Fig. 1: gate families picked out
The bar under the picture is 20 µm long.
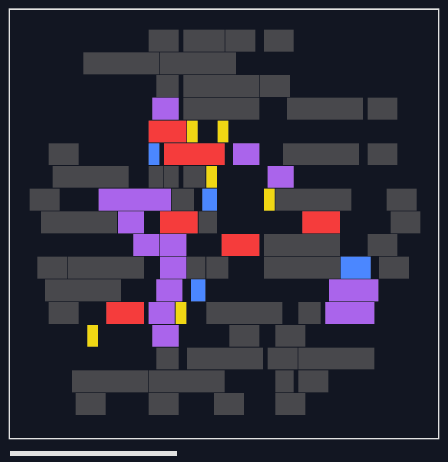
Fig. 2: drive-strength map
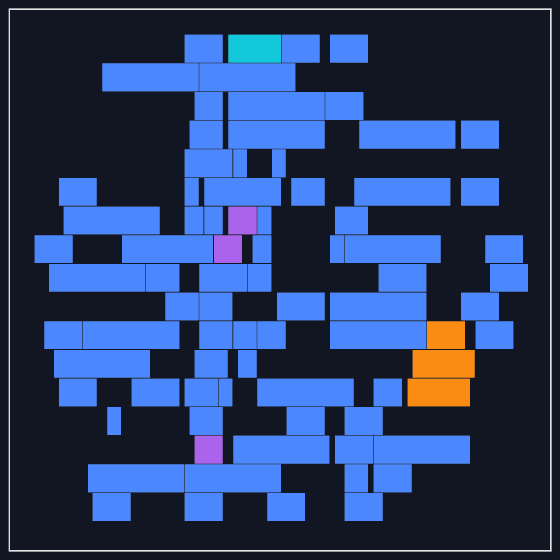
Fig. 3: routed clock nets over the placement
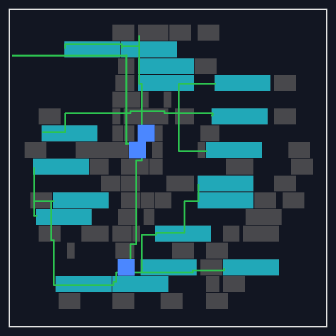
Fig. 4: the metal 3 layer
Cells faint in the background.
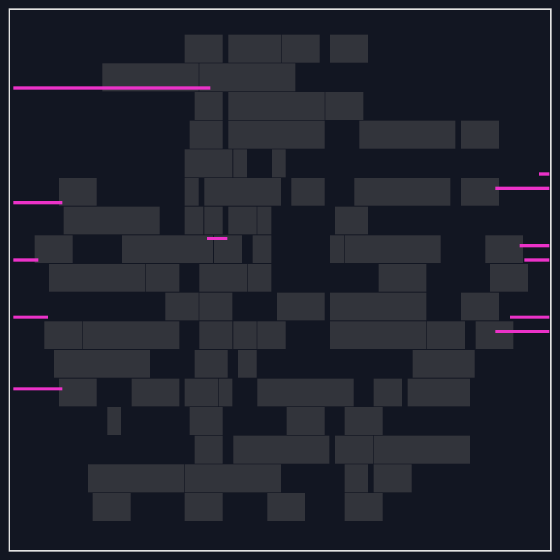
Fig. 5: routing congestion
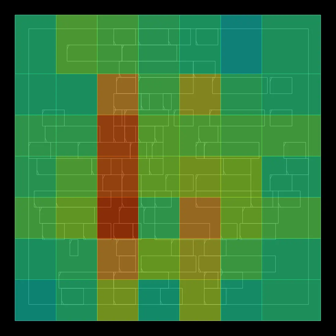
### config.mk
export PLATFORM = sky130hd
export DESIGN_NAME = fifo_wr_ctrl
export DESIGN_NICKNAME = d
export VERILOG_FILES = /design/src/rtl/fifo_wr_ctrl.sv
export SDC_FILE = /design/constraint.sdc
export NUM_CORES = 1
export LEC_CHECK = 0
export CORE_MARGIN = 2
export CORE_UTILIZATION = 35
export DETAILED_ROUTE_END_ITERATION = 10
export PLACE_DENSITY_LB_ADDON = 0.25
export SYNTH_ARGS = -nofsm -noshare
export SYNTH_HDL_FRONTEND = slang
export SYNTH_SLANG_ARGS = --single-unit
### constraint.sdc
create_clock -name wclk -period 6.6 [get_ports wclk]
set_input_delay 0.66 -clock wclk [delete_from_list [all_inputs] [get_ports wclk]]
set_output_delay 0.66 -clock wclk [all_outputs]
set_load 0.1 [all_outputs]
### src/rtl/fifo_wr_ctrl.sv
// Write-side control for the async FIFO: write pointer (binary and Gray),
// read-pointer synchroniser, and full / almost-full / count / overflow status.
//
// Ports:
//   wclk, wrst_n   write clock, async active-low reset
//   w_en           producer write request
//   g_rptr_async   Gray read pointer from the read clock domain
//   mem_we         memory write enable (w_en & ~full)
//   b_wptr, g_wptr registered binary / Gray write pointers
//   full           registered full flag
//   almost_full    registered fill >= AFULL_THRESH
//   wr_count       registered fill count seen from the write domain
//   overflow       sticky: write attempted while full
module fifo_wr_ctrl #(
    parameter int DEPTH        = 8,
    parameter int PTR_WIDTH    = 3,
    parameter int AFULL_THRESH = 6
) (
    input  logic               wclk,
    input  logic               wrst_n,
    input  logic               w_en,
    input  logic [PTR_WIDTH:0] g_rptr_async,
    output logic               mem_we,
    output logic [PTR_WIDTH:0] b_wptr,
    output logic [PTR_WIDTH:0] g_wptr,
    output logic               full,
    output logic               almost_full,
    output logic [PTR_WIDTH:0] wr_count,
    output logic               overflow
);

    localparam int P = PTR_WIDTH;
    localparam int AF_LIM = (AFULL_THRESH > DEPTH) ? DEPTH : AFULL_THRESH;
    localparam logic [P:0] AF_TH = (P+1)'(AF_LIM);

    // Two-stage synchroniser; stage 1 feeds the status computation so that
    // the registered status always matches what stage 2 holds.
    logic [P:0] sync_q [0:1];

    logic [P:0] b_next;
    logic [P:0] g_next;
    logic [P:0] r_bin;
    logic [P:0] cnt_next;
    logic       full_next;

    function automatic logic [P:0] gray2bin(input logic [P:0] g);
        logic [P:0] b;
        b[P] = g[P];
        for (int i = P - 1; i >= 0; i--) begin
            b[i] = b[i+1] ^ g[i];
        end
        return b;
    endfunction

    assign mem_we = w_en & ~full;

    always_comb begin
        b_next    = b_wptr + {{P{1'b0}}, mem_we};
        g_next    = b_next ^ (b_next >> 1);
        r_bin     = gray2bin(sync_q[0]);
        cnt_next  = b_next - r_bin;
        // Full when write Gray equals read Gray with its two MSBs inverted.
        full_next = (g_next == {~sync_q[0][P:P-1], sync_q[0][P-2:0]});
    end

    always_ff @(posedge wclk or negedge wrst_n) begin
        if (!wrst_n) begin
            sync_q[0]   <= '0;
            sync_q[1]   <= '0;
            b_wptr      <= '0;
            g_wptr      <= '0;
            full        <= 1'b0;
            almost_full <= 1'b0;
            wr_count    <= '0;
            overflow    <= 1'b0;
        end else begin
            sync_q[0]   <= g_rptr_async;
            sync_q[1]   <= sync_q[0];
            b_wptr      <= b_next;
            g_wptr      <= g_next;
            full        <= full_next;
            almost_full <= (cnt_next >= AF_TH);
            wr_count    <= cnt_next;
            if (w_en && full) begin
                overflow <= 1'b1;
            end
        end
    end

endmodule

==> flow_summary.toml <==
# physical design summary
[outcome]
status = "finished clean"

[cts]
cts-resized-gates = 0
ctsHtreeMaxLevel = 1
numCtsBuffers = 3
clock_latency_ns = 0.29
cts.path.max_buffers = 2
post_cts_buffers = 0
cts.sinks = 18
cts_tree = "yes"
cts_hold_buf = 0
root_buffer = "clkbuf_4"
clk_pin_slew_ns = 0.10

[finish]
nNetsFinal = 95
area.growth.synth_to_final_pct = 36.32
drive_above_1_share_pct = 8.642
num_antenna_cells = 0
final.fill_count = 211
final_cell_mix = "22 x clkdlybuf4s50_1, 18 x dfrtp_1, 6 x inv_1"

[logic_synthesis]
top_cells_by_area = "dfrtp_1 58%, ha_1 8.0%, xnor2_1 5.6%"
synth.avg_cell_area_um2 = 13.96
yosys_warnings = 0
synth_stat.cells = 56
synthArstFlopShare_pct = 100.0
edf_count = 0
synth_area_um2 = 782.0
syn_inst = 56
netlist_top_cells_count = "18 x dfrtp_1, 6 x inv_1, 5 x ha_1, 5 x xnor2_1, 5 x xor2_1"
yosysTopAreaCellShare_pct = 57.60
synth-area-yosys_um2 = 782.0
synth_cell_types = 18
top_cell = "dfrtp_1"
largest_area_cell = "dfrtp_1"
synth-main-ff-cell = "dfrtp_1"
fp_nets = 69
ys_ff = 18
postSynthSeqShare_pct = 57.60

[job]
tool_warnings = 26
maxCapViolations = 0

[worst_setup_path]
crit_path_end_kind = "output pin"
cp.arrival_ns = 2.51
cp-startpoint = "w_en"
crit_path_cell_trace = "clkdlybuf4s50_1 -> nor2b_1 -> clkdlybuf4s50_1"
endpoint = "mem_we"
cp_slowest_stage_delay_ns = 1.17
worstRegToRegCells = 9
startpoint_type = "primary input"
crit_top_cell = "clkdlybuf4s50_1"
path_class = "primary input to output pin"
worstReg2RegStart = "full"
critPathMaxFanout = 2
slowest_stage = "clkdlybuf4s50_1"
rrSetupSlack_ns = 4.20
cp.required_ns = 5.94
r2r_end = "almost_full"

[drt]
vias_per_cell = 4.303
wire_per_inst_um = 10.44
drc_errors = 0
drt-initial-drc-count = 2
ant_nets = 0
dr.pass1.iters = 2

[global_route]
grt.overflow.total = 0
grt_start_max_net_pins = 19
antenna_found_initial = 0
grt_pass1_vias = 507
grt_pass1_wl_um = 2201

[final_timing]
hold_violations = 0
tightest_slew_ns = 0.9693
min_period_ns = 3.170
period_used_pct = 48.03
setup_violations = 0
maxSlewHeadroom_pct = 35.18
tns_ns = 0
slew_violations = 0
fmax_mhz = 315.5
rsz0062_at_grt = "no"

[floorplan]
die_h_um = 51.27
coreArea_um2 = 2170
ios = 23
num_rows = 17
fp_util_pct = 36.04
die-area_um2 = 2629
die-width_um = 51.27

[min_path]
hold_depth = 1
hold_class = "register to register"

[placed_design]
routabilityCongestion = 0.7433
portBuffers = 22
place_hpwl_um = 907.4
placedCellCount = 105
Notes on Fig. 1 above:
XOR/XNOR gates -> purple  # cells 13
inverters -> yellow  # cells 6
NAND gates -> blue  # cells 4, where center
adder and majority cells -> red  # cells 6
post-route insts no fill: 109
combinational fraction of the cell area: 28.29%
most frequent logic cell in the layout: clkdlybuf4s50_1

Notes on Fig. 2 above:
drive 1 or less -> blue  # cells 74
drive 2 -> orange  # cells 3
drive 6 and up -> cyan  # cells 1
drive 3 to 4 -> purple  # cells 3

Notes on Fig. 3 above:
flip-flops -> cyan  # count 18
clock wires -> green  # length 223 µm
cells driving clock nets -> blue  # count 3
routed clock nets = 4
Max Clock Skew: 0.004017 ns

Notes on Fig. 4 above:
main direction = horizontal
nets with wire on the layer = 11
Vias: 469
GR Util met3: 2.632%
Routed WL: 1138 µm

Notes on Fig. 5 above:
most crowded layer after global routing: met2
GRT Total Usage: 11.56%
final core utilization: 49.13%
met1 usage: 14.64%

-- kinds of logic after synthesis --
family / Yosys count / synth area share [%]
compound gates: 5 / 4.159
fa+ha+maj: 6 / 10.56
simple gates: 7 / 5.440
buf+inv: 7 / 3.840
xor+xnor: 13 / 18.40
flops: 18 / 57.60
-- critical path: cells and delay by family --
family | cells | cell delay [ns]
simple gates | 1 | 0.20
buf+inv | 2 | 1.65
-- worst min path at each step --
stage	startpoint	to
after floorplan	wrst_n	almost_full
after global placement	overflow	overflow
after detailed placement	overflow	overflow
after CTS	overflow	overflow
after global routing	overflow	overflow
final	overflow	overflow
-- through the flow --
| stage | cell area, µm² | setup slack (ns) | hold WS (ns) |
|---|---|---|---|
| final | 1066 | 3.430 | 0.4839 |
| after global placement | 1030 | 3.478 | 0.4468 |
| after global routing | 1066 | 3.340 | 0.5172 |
| after floorplan | 782.0 | 2.463 | 0.3644 |
| after CTS | 1066 | 3.415 | 0.4845 |
| after detailed placement | 1030 | 3.385 | 0.4580 |
-- layout make-up --
type	instances	area [µm²]	area share, %
tap	28	35.03	3.286
multi-input combinational	31	301.5	28.29
timing repair buffer	22	220.2	20.66
clock buffer	4	36.28	3.404
inverter	6	22.52	2.113
sequential	18	450.4	42.25
-- state kept, by name, summed over array words and instances, names as in the netlist --
name,flops
wr_count,4
almost_full,1
b_wptr,4
overflow,1
g_wptr,3
sync_q,3
full,1
r_bin,1
-- layer usage --
layer | vias to the layer above | part of all wire [%] | GRT usage [%]
met5 | - | 0 | 0
met4 | 0 | 1.2 | 6.579
met3 | 2 | 4.6 | 2.632
met2 | 11 | 53 | 18.18
met1 | 227 | 41 | 14.64
li1 | 229 | - | -
